==> src/rtl/des_pkg.sv <==
// Shared DES constants: widths, FSM encoding, PC1/PC2 tables, shift schedule
// and the small bit-manipulation helpers used by the key scheduler.
package des_pkg;

    localparam int unsigned KEY_W      = 64;
    localparam int unsigned PC1_W      = 56;
    localparam int unsigned CD_W       = 28;
    localparam int unsigned SUBKEY_W   = 48;
    localparam int unsigned ROUND_W    = 5;
    localparam int unsigned NUM_ROUNDS = 16;

    typedef enum logic [1:0] {
        ST_IDLE = 2'd0,
        ST_ROT  = 2'd1,
        ST_PERM = 2'd2,
        ST_EMIT = 2'd3
    } state_e;

    // One presented subkey together with its round number.
    typedef struct packed {
        logic [ROUND_W-1:0]  round_id;
        logic [SUBKEY_W-1:0] subkey;
    } subkey_beat_t;

    // Entries are 1-based DES bit numbers, bit 1 = MSB.
    localparam int unsigned PC1_TAB [PC1_W] = '{
        57, 49, 41, 33, 25, 17,  9,
         1, 58, 50, 42, 34, 26, 18,
        10,  2, 59, 51, 43, 35, 27,
        19, 11,  3, 60, 52, 44, 36,
        63, 55, 47, 39, 31, 23, 15,
         7, 62, 54, 46, 38, 30, 22,
        14,  6, 61, 53, 45, 37, 29,
        21, 13,  5, 28, 20, 12,  4
    };

    localparam int unsigned PC2_TAB [SUBKEY_W] = '{
        14, 17, 11, 24,  1,  5,
         3, 28, 15,  6, 21, 10,
        23, 19, 12,  4, 26,  8,
        16,  7, 27, 20, 13,  2,
        41, 52, 31, 37, 47, 55,
        30, 40, 51, 45, 33, 48,
        44, 49, 39, 56, 34, 53,
        46, 42, 50, 36, 29, 32
    };

    localparam logic [1:0] SHIFT_TAB [NUM_ROUNDS] = '{
        2'd1, 2'd1, 2'd2, 2'd2, 2'd2, 2'd2, 2'd2, 2'd2,
        2'd1, 2'd2, 2'd2, 2'd2, 2'd2, 2'd2, 2'd2, 2'd1
    };

    // Shift amount for a 1-based round number; out-of-range wraps harmlessly.
    function automatic logic [1:0] shift_amt(input logic [ROUND_W-1:0] round);
        logic [3:0] idx;
        idx = 4'(round - 5'd1);
        return SHIFT_TAB[idx];
    endfunction

    function automatic logic [PC1_W-1:0] pc1(input logic [KEY_W-1:0] k);
        logic [PC1_W-1:0] r;
        r = '0;
        for (int j = 0; j < int'(PC1_W); j++) begin
            r[6'(PC1_W - 1 - j)] = k[6'(KEY_W - PC1_TAB[j])];
        end
        return r;
    endfunction

    function automatic logic [CD_W-1:0] rotl28(input logic [CD_W-1:0] x, input logic [1:0] n);
        return (n == 2'd1) ? {x[26:0], x[27]} : {x[25:0], x[27:26]};
    endfunction

    function automatic logic [CD_W-1:0] rotr28(input logic [CD_W-1:0] x, input logic [1:0] n);
        return (n == 2'd1) ? {x[0], x[27:1]} : {x[1:0], x[27:2]};
    endfunction

    // Every key byte must carry odd parity.
    function automatic logic odd_parity_ok(input logic [KEY_W-1:0] k);
        logic ok;
        ok = 1'b1;
        for (int i = 0; i < 8; i++) begin
            ok = ok & (^k[8*i +: 8]);
        end
        return ok;
    endfunction

endpackage

==> src/rtl/des_pc2_perm.sv <==
// DES PC2 compression permutation, 56-bit {C,D} -> 48-bit round subkey.
// Purely combinational.
//   cd  : {C,D}, DES bit 1 = MSB
//   k_c : 48-bit subkey, DES bit 1 = MSB
module des_pc2_perm
    import des_pkg::*;
(
    input  logic [PC1_W-1:0]    cd,
    output logic [SUBKEY_W-1:0] k_c
);

    always_comb begin
        k_c = '0;
        for (int j = 0; j < int'(SUBKEY_W); j++) begin
            k_c[6'(SUBKEY_W - 1 - j)] = cd[6'(PC1_W - PC2_TAB[j])];
        end
    end

endmodule

==> src/rtl/des_key_schedule_stream.sv <==
// Sequential DES key scheduler: accepts one 64-bit key and streams the 16
// round subkeys over a valid/ready handshake, rotating C/D incrementally
// (left for encrypt K1..K16, right for decrypt K16..K1).
// Ports:
//   clk, rst_n            clock, async active-low reset
//   start, decrypt, keyIn request, direction and key (sampled in IDLE)
//   subkey, round_id      current subkey and its round number
//   subkey_valid/_ready   output handshake
//   busy, done            stream in progress / one-cycle completion pulse
//   key_err               key parity failure (PARITY_CHECK_EN builds only)
// Build option: define PARITY_CHECK_EN to reject keys with even-parity bytes.
module des_key_schedule_stream
    import des_pkg::*;
(
    input  logic                clk,
    input  logic                rst_n,
    input  logic                start,
    input  logic                decrypt,
    input  logic [KEY_W-1:0]    keyIn,
    output logic [SUBKEY_W-1:0] subkey,
    output logic                subkey_valid,
    input  logic                subkey_ready,
    output logic [ROUND_W-1:0]  round_id,
    output logic                busy,
    output logic                done,
    output logic                key_err
);

    state_e              state_q, state_d;
    logic [CD_W-1:0]     c_q, c_d;
    logic [CD_W-1:0]     d_q, d_d;
    logic                dec_q, dec_d;
    subkey_beat_t        beat_q, beat_d;
    logic                valid_q, valid_d;
    logic                busy_q, busy_d;
    logic                done_q, done_d;
    logic                key_err_q, key_err_d;

    logic [PC1_W-1:0]    pc1_c;
    logic [SUBKEY_W-1:0] pc2_c;
    logic [1:0]          shift_c;
    logic                key_ok_c;
    logic                last_c;

    assign pc1_c = pc1(keyIn);

`ifdef PARITY_CHECK_EN
    assign key_ok_c = odd_parity_ok(keyIn);
`else
    assign key_ok_c = 1'b1;
`endif

    // Decrypt undoes the shift that produced the next-higher round.
    assign shift_c = dec_q ? shift_amt(beat_q.round_id + 5'd1) : shift_amt(beat_q.round_id);
    assign last_c  = dec_q ? (beat_q.round_id == 5'd1) : (beat_q.round_id == 5'd16);

    des_pc2_perm u_pc2 (
        .cd  ({c_q, d_q}),
        .k_c (pc2_c)
    );

    // State and datapath registers.
    always_ff @(posedge clk or negedge rst_n) begin
        if (!rst_n) begin
            state_q   <= ST_IDLE;
            c_q       <= '0;
            d_q       <= '0;
            dec_q     <= 1'b0;
            beat_q    <= '0;
            valid_q   <= 1'b0;
            busy_q    <= 1'b0;
            done_q    <= 1'b0;
            key_err_q <= 1'b0;
        end else begin
            state_q   <= state_d;
            c_q       <= c_d;
            d_q       <= d_d;
            dec_q     <= dec_d;
            beat_q    <= beat_d;
            valid_q   <= valid_d;
            busy_q    <= busy_d;
            done_q    <= done_d;
            key_err_q <= key_err_d;
        end
    end

    // Next-state and datapath updates.
    always_comb begin
        state_d   = state_q;
        c_d       = c_q;
        d_d       = d_q;
        dec_d     = dec_q;
        beat_d    = beat_q;
        valid_d   = valid_q;
        busy_d    = busy_q;
        done_d    = 1'b0;
        key_err_d = key_err_q;

        case (state_q)
            ST_IDLE: begin
                if (start) begin
                    if (key_ok_c) begin
                        c_d             = pc1_c[PC1_W-1:CD_W];
                        d_d             = pc1_c[CD_W-1:0];
                        dec_d           = decrypt;
                        busy_d          = 1'b1;
                        key_err_d       = 1'b0;
                        beat_d.round_id = decrypt ? 5'd16 : 5'd1;
                        state_d         = ST_ROT;
                    end else begin
                        key_err_d = 1'b1;
                        done_d    = 1'b1;
                    end
                end
            end
            ST_ROT: begin
                // Round 16 in decrypt uses the unrotated C0/D0 (total shift is 28).
                if (!dec_q) begin
                    c_d = rotl28(c_q, shift_c);
                    d_d = rotl28(d_q, shift_c);
                end else if (beat_q.round_id != 5'd16) begin
                    c_d = rotr28(c_q, shift_c);
                    d_d = rotr28(d_q, shift_c);
                end
                state_d = ST_PERM;
            end
            ST_PERM: begin
                beat_d.subkey = pc2_c;
                valid_d       = 1'b1;
                state_d       = ST_EMIT;
            end
            ST_EMIT: begin
                if (valid_q && subkey_ready) begin
                    valid_d = 1'b0;
                    if (last_c) begin
                        done_d  = 1'b1;
                        busy_d  = 1'b0;
                        state_d = ST_IDLE;
                    end else begin
                        beat_d.round_id = dec_q ? (beat_q.round_id - 5'd1)
                                                : (beat_q.round_id + 5'd1);
                        state_d = ST_ROT;
                    end
                end
            end
            default: state_d = ST_IDLE;
        endcase
    end

    assign subkey       = beat_q.subkey;
    assign round_id     = beat_q.round_id;
    assign subkey_valid = valid_q;
    assign busy         = busy_q;
    assign done         = done_q;
    assign key_err      = key_err_q;

endmodule
==> config.mk <==
export PLATFORM = sky130hd
export DESIGN_NAME = des_key_schedule_stream
export DESIGN_NICKNAME = d
export VERILOG_FILES = /design/src/rtl/des_pkg.sv /design/src/rtl/des_pc2_perm.sv /design/src/rtl/des_key_schedule_stream.sv
export SDC_FILE = /design/constraint.sdc
export NUM_CORES = 1
export LEC_CHECK = 0
export CORE_MARGIN = 4
export CORE_UTILIZATION = 42
export DETAILED_ROUTE_END_ITERATION = 8
export PLACE_DENSITY = 0.71
export SYNTH_ARGS = -nofsm -noshare
export SYNTH_HDL_FRONTEND = slang
export SYNTH_SLANG_ARGS = --single-unit
export TNS_END_PERCENT = 50
==> constraint.sdc <==
create_clock -name clk -period 4.4 [get_ports clk]
set_input_delay 0.66 -clock clk [delete_from_list [all_inputs] [get_ports clk]]
set_output_delay 0.66 -clock clk [all_outputs]
set_load 0.02 [all_outputs]
placement_by_type.png
Fill, decap, tap and diode cells in grey.
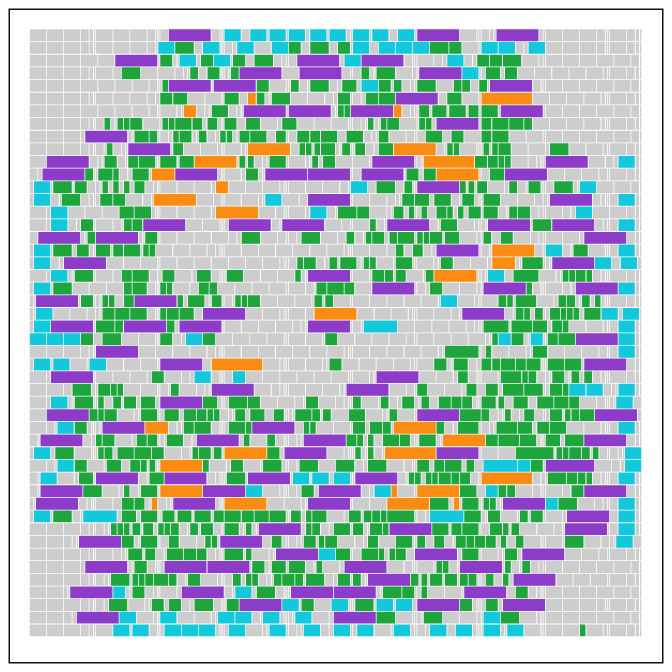
- green: combinational and other logic (cells 590)
- orange: clock drivers and dummy loads (cells 32)
- purple: flops (cells 115)
- cyan: other buffers and delay cells (cells 126)

clocks.png
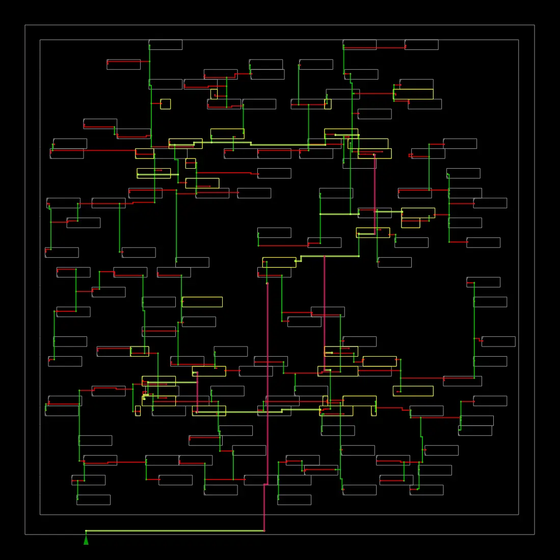
CTS Buf Count: 17
Worst-Skew Late Latency: 410 ps
flop count: 115
clock skew after layout: 8.78 ps
clock buffers: 23

layer_met3.png
The bar under the picture is 50 microns long.
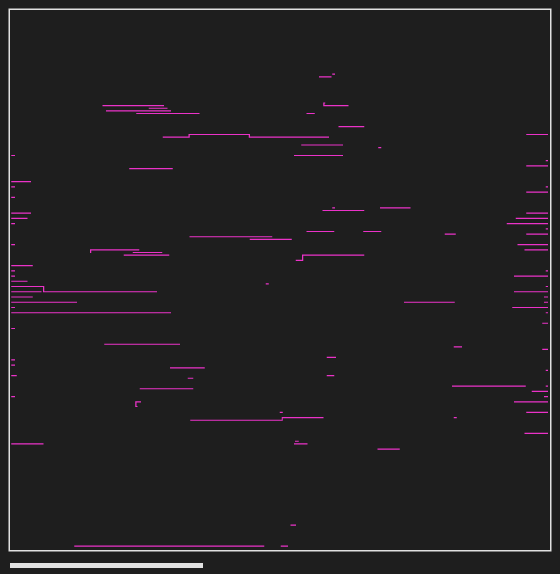
- share of all routed wire: 3.8%
- longest straight run: 49.0 microns
- nets with wire on the layer: 75
- main direction: horizontal

layer_met1.png
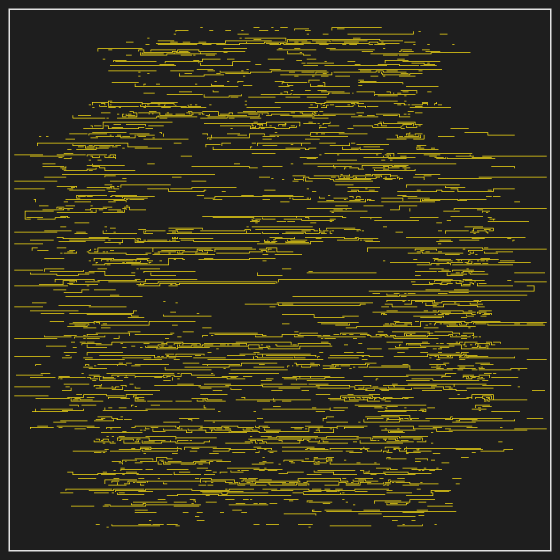
- share of all routed wire: 49%
- longest straight run: 45.1 microns
- main direction: horizontal
- nets with wire on the layer: 815

==> reports/results.tsv <==
stage	metric	value	unit
min_path	hold_path_class	primary input to async pin	
timing	fmax	0.299	GHz
cells_and_area	final_core_util	0.538	
global_route	grt_overflow	0	
clock_network	clk_pin_slew	60	ps
global_route	antenna_found_initial	0	
clock_network	cts.sinks	115	
placed_design	routabilityCongestion	0.839	
cells_and_area	nonClkBufAreaFrac	0.139	
timing	slew_violations	0	
cells_and_area	stdcell_count	1088	
run_status	run_status	completed	
worst_setup_path	worstSetupStartpointType	flip-flop	
cells_and_area	seq_area	2880	sq um
logic_synthesis	synth_flop_count	115	
cells_and_area	num_antenna_cells	0	
logic_synthesis	synthArstFlopShare	1.00	
route	drtIter0Drc	444	
cells_and_area	seq-cell-share	0.312	
clock_network	cts_setup_buffers	0	
logic_synthesis	synth_cell_type_count	51	
clock_network	cts_tree	built	
logic_synthesis	ys_seq_frac	0.393	
route	vias	6044	
clock_network	htreeDepth	4	
pwr	pg_clk	1.55	mW
pwr	switchingPower	3.68	mW
route	wire_per_inst	17.3	microns
global_route	grt_max_degree	113	
die	num_tap_cells	225	
pwr	p_seq_frac	0.229	
cells_and_area	nNetsFinal	930	
die	fp_util	0.427	
cells_and_area	buffers	126	
cells_and_area	mostFrequentLayoutCells	115 x clkdlybuf4s50_1, 114 x dfrtp_1, 63 x nor2_1	
timing	setup_violations	0	
[critical path, cell delays in order (launching register included)]
cell and delay [ps]:
dfrtp_1 590, inv_1 170, ha_1 460, nor2b_1 80, a211o_1 290, a2111oi_0 400, nand3b_4 570, buf_12 300
mux2i_1 270, o21ai_2 60
[metal layers]
layer	up-vias	global-route usage	share of wire
met3	22	0.0399	0.038
met5	-	0	0
met1	2966	0.286	0.49
met2	138	0.303	0.46
met4	0	0.0510	0.015
li1	2918	-	-
[cells by family after synthesis]
logic type | Yosys count | share of synthesized area
AOI/OAI and AO/OA | 195 | 0.180
xor gates and xnor gates | 4 | 0.00478
other | 1 | 0.000512
adders and majority gates | 11 | 0.0188
muxes | 109 | 0.157
DFF | 115 | 0.393
buffers and inverters | 73 | 0.0521
and+or+nand+nor | 261 | 0.193
Power is estimated from default activity; no workload was simulated.
